==> config.mk <==
export PLATFORM = sky130hd
export DESIGN_NAME = suspend_ctrl_flat
export DESIGN_NICKNAME = d
export VERILOG_FILES = /design/src/rtl/suspend_ctrl_if.sv /design/src/rtl/suspend_ctrl.sv /design/src/flat_wrapper.sv
export SDC_FILE = /design/constraint.sdc
export NUM_CORES = 1
export LEC_CHECK = 0
export CORE_MARGIN = 8
export CORE_UTILIZATION = 42
export DETAILED_ROUTE_END_ITERATION = 8
export GPL_TIMING_DRIVEN = 0
export PLACE_DENSITY = 0.85
export SLEW_MARGIN = 20
export SYNTH_ARGS = -nofsm -noshare
export SYNTH_HDL_FRONTEND = slang
export SYNTH_SLANG_ARGS = --single-unit
==> constraint.sdc <==
create_clock -name clk -period 3.5 [get_ports clk]
set_input_delay 0.525 -clock clk [delete_from_list [all_inputs] [get_ports clk]]
set_output_delay 0.525 -clock clk [all_outputs]
set_load 0.01 [all_outputs]
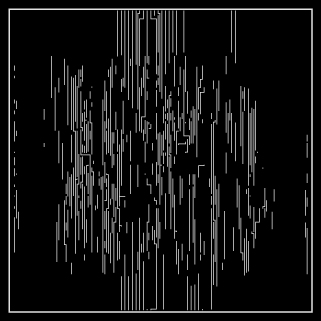
Run 1: signal wires on met2
Drawn at 4 px/um.
main direction: vertical
share of all routed wire: 52%
wire length on this layer: 2350 um
vias: 1473
final WL: 4500 um
met2 usage: 0.295

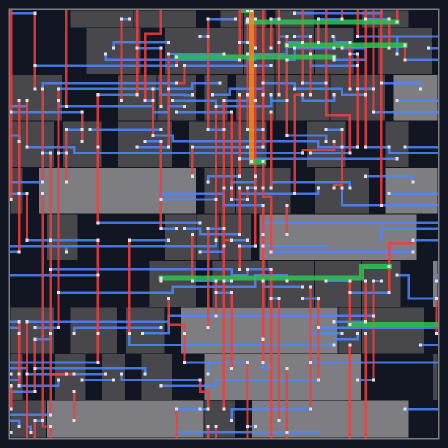
Run 1: a small window of the routed layout
Window x 25 to 50, y 25 to 50 um. Cells in gray, sequential cells in the stronger gray; small squares are vias.
| color | layer |
|---|---|
| blue | met1 |
| red | met2 |
| orange | met4 |
| green | met3 |
cells with their middle in the window: 47
sequential cells in the window: 6
most frequent: dfrtp_1 (6), o22ai_1 (5), a22o_1 (4)

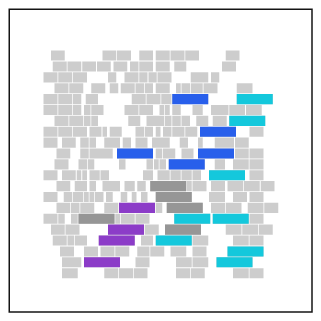
Run 1: sequential cells colored by netlist name
Drawn at 4 px/um. Other sequential cells in the stronger gray, the rest of the logic in the fainter gray.
| color | signal | flops |
|---|---|---|
| purple | u_core.bus.o_hold_ch | 4 |
| blue | u_core.bus.o_hold_count | 5 |
| cyan | u_core.r_saved_addr | 8 |
final design utilization: 0.699
Power Sequential: 0.000458 W
sequential cell area: 551 um^2
sequential share of cell area: 0.234

==> results.sh, run 1 <==
# physical design summary
export IMPL_ys_flops=22
export IMPL_tightest_slew_ps=969
export IMPL_pin_count=79
export IMPL_clk_latency_ps=300
export IMPL_clock_cell_area_share=0.0154
export IMPL_lay_top_count="clkdlybuf4s50_1"
export IMPL_critPathTopFamily="buffers and inverters"
export IMPL_stdcell_area_um2=2350
export IMPL_num_antenna_cells=0
export IMPL_largest_register_ffs=8
export IMPL_syn_inst=142
export IMPL_fin_cells=270
export IMPL_post_route_period_util=0.801
export IMPL_syn_area_um2=1480
export IMPL_cts_root_buf="clkbuf_4"
export IMPL_viasPerCell=5.46
export IMPL_sh_comb_area=0.357
export IMPL_yosys_warnings=0
export IMPL_largest_class="buffers"
export IMPL_clk_pin_slew_worst_paths_ps=120
export IMPL_p_per_area_nw_per_um2=735
export IMPL_num_nonclk_buffers=88
export IMPL_ys_cells=142
export IMPL_warning_count=28
export IMPL_syn_num_nets=196
export IMPL_grt_pass1_vias=1564
export IMPL_fp_util=0.439
export IMPL_drv_slew=0
export IMPL_postCtsHoldBufs=0
export IMPL_ys_flop_type="dfrtp_1"
export IMPL_critPathMaxFanout=10
export IMPL_post_place_ws_ps=1060
export IMPL_status="complete, no violations"
export IMPL_holdPathStages=1
export IMPL_path_class="register to primary output"
export IMPL_ys_chip_area_um2=1480
export IMPL_logic_area_um2=840
export IMPL_grt_max_degree=23
export IMPL_fin_tns_setup_ps=0
export IMPL_synthArstFlopShare=1.00
export IMPL_avgSynthCellArea_um2=10.4
export IMPL_sw_frac_of_total=0.383
export IMPL_cts_buffers=3
export IMPL_first_pass_iters=4
export IMPL_rsz0062_at_grt="false"
export IMPL_ys_sh_simple=0.156
export IMPL_buffer_area_frac=0.361
export IMPL_crit_cells=6
export IMPL_hold_violations=0
export IMPL_post_dp_cell_area_um2=2320
export IMPL_final_cell_mix="78 x clkdlybuf4s50_1, 22 x dfrtp_1, 16 x mux2_2"
export IMPL_place_gp_congestion=0.892
export IMPL_gr_usage_met3=0.0513
export IMPL_h_tree_depth=1
export IMPL_seq_power_share=0.265
export IMPL_nWellTaps=46
export IMPL_grt_pass1_wl_um=6980
export IMPL_ys_top_logic_family="AND-OR/OR-AND gates"
export IMPL_most_common_cell="dfrtp_1"
export IMPL_use_met1=0.166
export IMPL_cts_resized_gates=0
export IMPL_hold_ws_ps=520
export IMPL_slowest_stage="clkdlybuf4s50_1"
export IMPL_core_region_area_um2=3360
export IMPL_clock_path_buffers=2
export IMPL_track_usage=0.154
export IMPL_r2r_cells=6
export IMPL_hold_class="register to register"
export IMPL_io_buffers=78
export IMPL_crit_chain="nand2b_1 -> buf_4 -> buf_2 -> clkbuf_1 -> and2_1 -> clkdlybuf4s50_1"
export IMPL_internal_power_w=0.00107
export IMPL_comb_cells=105
export IMPL_fp_dieW_um=75.3
export IMPL_ys_seq_frac=0.373
export IMPL_worstSetupEndpointType="primary output"
export IMPL_top_area_frac=0.373
export IMPL_fin_skew_ps=2.23
export IMPL_synthAdderAreaFrac=0.0406
export IMPL_fmax_mhz=357
export IMPL_yosys_top_cells_count="22 x dfrtp_1, 16 x mux2_2, 8 x and2_1"
export IMPL_largest_area_cell="dfrtp_1"
export IMPL_dp_hpwl_um=3770
export IMPL_final_antenna_net_count=0
export IMPL_drtIter0Drc=89
export IMPL_rows=21
export IMPL_wl_per_cell_um=16.7
export IMPL_grt_busiest_layer="met2"
export IMPL_power_w=0.00173
export IMPL_combPwrFrac=0.655
export IMPL_p_leak_nw=0.951
export IMPL_synth_xor_xnor_area_share=0.0296
export IMPL_synth_mux_area_fraction=0.135
export IMPL_ir_drop_v=0.000296
export IMPL_drc=0
export IMPL_drive_gt1_frac=0.147
export IMPL_clock_sinks=22
export IMPL_fillers=272
export IMPL_slowest_delay_ps=540
export IMPL_synth_distinct_cells=45
export IMPL_cts_tree="yes"
export IMPL_critPathArrivalTime_ps=2280
export IMPL_cp_required_ps=2970
export IMPL_ff_count=22
export IMPL_post_cts_buffers=0
export IMPL_inverters_excl_clock=5
export IMPL_ys_sh_aoi=0.207
export IMPL_nClkBuffers=4
export IMPL_setup_violations=0
export IMPL_drv_cap=0
export IMPL_grt_antenna_before_repair=0
export IMPL_area_growth_pct=59.2
export IMPL_placed_cells_incl_taps=266
export IMPL_dieHeight_um=75.3
export IMPL_dieArea_um2=5670
export IMPL_period_minus_slack_ps=2800
export IMPL_final_setup_worst_slack_ps=697
export IMPL_grt_remaining_overflow=0
export IMPL_switchingPower_w=0.000663
export IMPL_timing_slew_headroom=0.352
export IMPL_edf_count=0
export IMPL_pwr_share_clk=0.080
export IMPL_rrSetupSlack_ps=1680
export IMPL_fin_nets=279
export IMPL_path_buffers=4
export IMPL_topCellsByArea="dfrtp_1 37%, mux2_2 12%, a22o_1 3.6%"
export IMPL_critPathLaunchType="register"
## run 1: power groups by stage
| stage | clock network, W | registers (W) | logic (W) |
|---|---|---|---|
| 3_5_place_dp | 0 | 0.000464 | 0.00114 |
| 4_1_cts | 0.000140 | 0.000458 | 0.00114 |
| 6_report | 0.000138 | 0.000458 | 0.00113 |
| 3_3_place_gp | 0 | 0.000454 | 0.00111 |
| 2_1_floorplan | 0 | 0.000461 | 0.000658 |
| 5_1_grt | 0.000153 | 0.000473 | 0.00123 |
## run 1: layer usage
metal	wire (um)	vias up	part of all wire
met3	360	2	0.080
met4	8	0	0.0018
met2	2350	63	0.52
li1	-	707	-
met1	1780	701	0.40
met5	0	-	0
Run 1, cells by drive strength:
Drawn at 6 px/um.
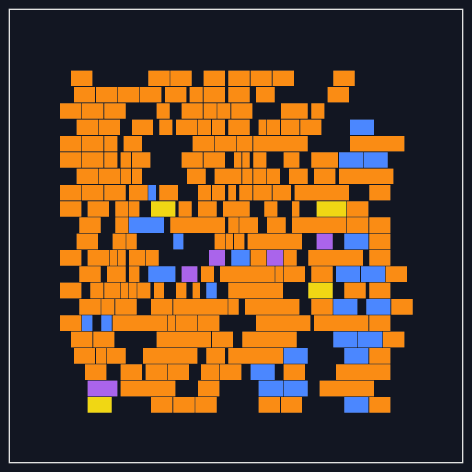

==> inputs of run 2 (changes only) <==
--- a/config.mk
+++ b/config.mk
@@ -6,10 +6,10 @@
 export NUM_CORES = 1
 export LEC_CHECK = 0
 export CORE_MARGIN = 8
-export CORE_UTILIZATION = 42
+export CORE_UTILIZATION = 39
 export DETAILED_ROUTE_END_ITERATION = 8
 export GPL_TIMING_DRIVEN = 0
-export PLACE_DENSITY = 0.85
+export PLACE_DENSITY = 0.8
 export SLEW_MARGIN = 20
 export SYNTH_ARGS = -nofsm -noshare
 export SYNTH_HDL_FRONTEND = slang
==> constraint.sdc (replaced) <==
create_clock -name clk -period 2.8 [get_ports clk]
set_input_delay 0.42 -clock clk [delete_from_list [all_inputs] [get_ports clk]]
set_output_delay 0.42 -clock clk [all_outputs]
set_load 0.01 [all_outputs]
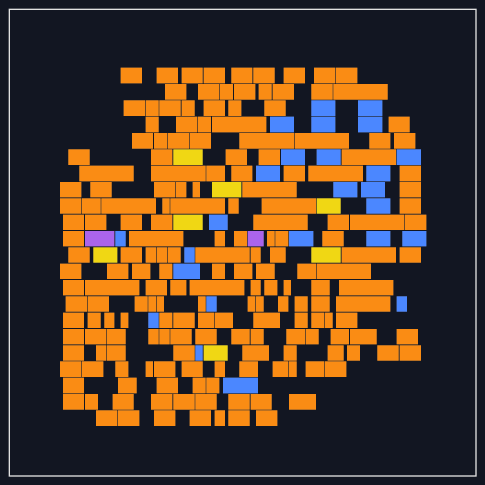
Run 2: cells by drive strength
Drawn at 6 px/um.
| color | size | cells | share |
|---|---|---|---|
| orange | drive 1 or less | 190 | 85% |
| blue | drive 2 | 25 | 11% |
| yellow | drive 6 and up | 7 | 3.1% |
| purple | drive 3 to 4 | 2 | 0.89% |
Buffers, non-clock: 88
Setup WS post-layout: 133 ps
fin area: 2370 um^2
Syn-to-layout area delta: 60.3%

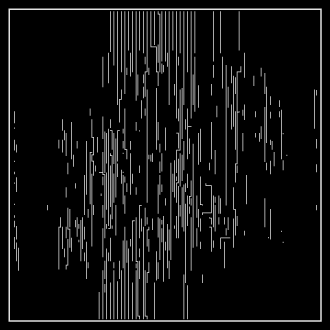
Run 2: signal wires on met2
Drawn at 4 px/um.
vias: 1401
met2 usage: 0.233
final WL: 4300 um

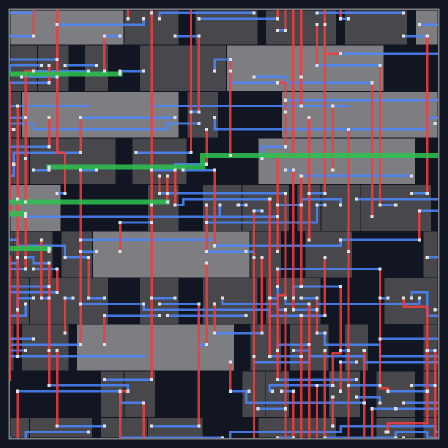
Run 2: a small window of the routed layout
Window x 26 to 51, y 26 to 51 um. Cells in gray, sequential cells in the stronger gray; small squares are vias.

==> results.sh, run 2 <==
# physical design summary
export IMPL_status="complete, no violations"
export IMPL_dr_wl_met2_um=2120
export IMPL_placed_cells_incl_taps=268
export IMPL_grt_antenna_before_repair=0
export IMPL_path_class="register to primary output"
export IMPL_dr_wl_met3_um=281
export IMPL_flop_area_um2=551
export IMPL_track_usage=0.139
export IMPL_logic_area_um2=840
export IMPL_ys_sh_aoi=0.207
export IMPL_syn_inst=142
export IMPL_largest_class="buffers"
export IMPL_lay_top_count="clkdlybuf4s50_1"
export IMPL_hold_violations=0
export IMPL_grt_max_degree=23
export IMPL_critPathMaxFanout=10
export IMPL_sw_frac_of_total=0.374
export IMPL_fp_util=0.404
export IMPL_postCtsHoldBufs=0
export IMPL_use_met1=0.169
export IMPL_slowest_delay_ps=540
export IMPL_period_minus_slack_ps=2670
export IMPL_first_pass_iters=4
export IMPL_pin_count=79
export IMPL_viasPerCell=5.15
export IMPL_syn_area_um2=1480
export IMPL_cts_tree="yes"
export IMPL_fin_cells=272
export IMPL_hold_class="input port to asynchronous set/reset pin"
export IMPL_grt_busiest_layer="met2"
export IMPL_avgSynthCellArea_um2=10.4
export IMPL_ir_drop_v=0.000435
export IMPL_synth_mux_area_fraction=0.135
export IMPL_post_route_period_util=0.952
export IMPL_critPathLaunchType="register"
export IMPL_drv_slew=0
export IMPL_clock_cell_area_share=0.0232
export IMPL_ff_count=22
export IMPL_fillers=307
export IMPL_pwr_share_clk=0.102
export IMPL_wl_per_cell_um=15.8
export IMPL_rows=22
export IMPL_setup_violations=0
export IMPL_dp_hpwl_um=3470
export IMPL_worstSetupEndpointType="primary output"
export IMPL_dieHeight_um=77.6
export IMPL_ys_flops=22
export IMPL_tightest_slew_ps=679
export IMPL_fin_tns_setup_ps=0
export IMPL_sh_seq_area=0.232
export IMPL_power_clock_w=0.000225
export IMPL_dieArea_um2=6010
export IMPL_core_region_area_um2=3660
export IMPL_ys_sh_simple=0.156
export IMPL_ys_chip_area_um2=1480
export IMPL_drc=0
export IMPL_fin_nets=279
export IMPL_ys_flop_type="dfrtp_1"
export IMPL_topCellsByArea="dfrtp_1 37%, mux2_2 12%, a22o_1 3.6%"
export IMPL_rrSetupSlack_ps=910
export IMPL_wl_met1_um=1890
export IMPL_sh_comb_area=0.354
export IMPL_warning_count=28
export IMPL_slowest_stage="clkdlybuf4s50_1"
export IMPL_ys_seq_frac=0.373
export IMPL_cts_root_buf="clkbuf_8"
export IMPL_synth_xor_xnor_area_share=0.0296
export IMPL_p_per_area_nw_per_um2=930
export IMPL_fp_dieW_um=77.6
export IMPL_r2r_cells=6
export IMPL_pg_comb_w=0.00141
export IMPL_syn_num_nets=196
export IMPL_fin_skew_ps=8.22
export IMPL_io_buffers=78
export IMPL_comb_cells=105
export IMPL_ys_cells=142
export IMPL_seq_power_share=0.258
export IMPL_synth_distinct_cells=45
export IMPL_synthArstFlopShare=1.00
export IMPL_clk_latency_ps=260
export IMPL_critPathArrivalTime_ps=2250
export IMPL_synthAdderAreaFrac=0.0406
export IMPL_nWellTaps=48
export IMPL_most_common_cell="dfrtp_1"
export IMPL_inverters_excl_clock=5
export IMPL_combPwrFrac=0.640
export IMPL_buffer_area_frac=0.357
export IMPL_p_leak_nw=0.959
export IMPL_timing_slew_headroom=0.545
export IMPL_seq_power_w=0.000569
export IMPL_nClkBuffers=4
export IMPL_gr_usage_met3=0.0518
export IMPL_cts_resized_gates=0
-- run 2: through the flow --
stage | area, um^2 | util | total power, W | setup WS, ps | hold slack (ps)
after CTS | 2370 | 0.648 | 0.00223 | 137 | 513
after global routing | 2370 | 0.647 | 0.00237 | 6.30 | 140
after global placement | 2320 | 0.633 | 0.00197 | 442 | 486
after detailed placement | 2320 | 0.633 | 0.00200 | 434 | 494
after floorplan | 1480 | - | 0.00140 | 1150 | 124
final | 2370 | 0.647 | 0.00220 | 133 | 106
-- run 2: worst max-delay path: cells and delay by family, from the launching register on --
family        cells  cell delay [ps]
simple gates      2              280
flops             1              460
buf+inv           4             1230
No activity file was given, so power comes from the tool's default toggle rates.
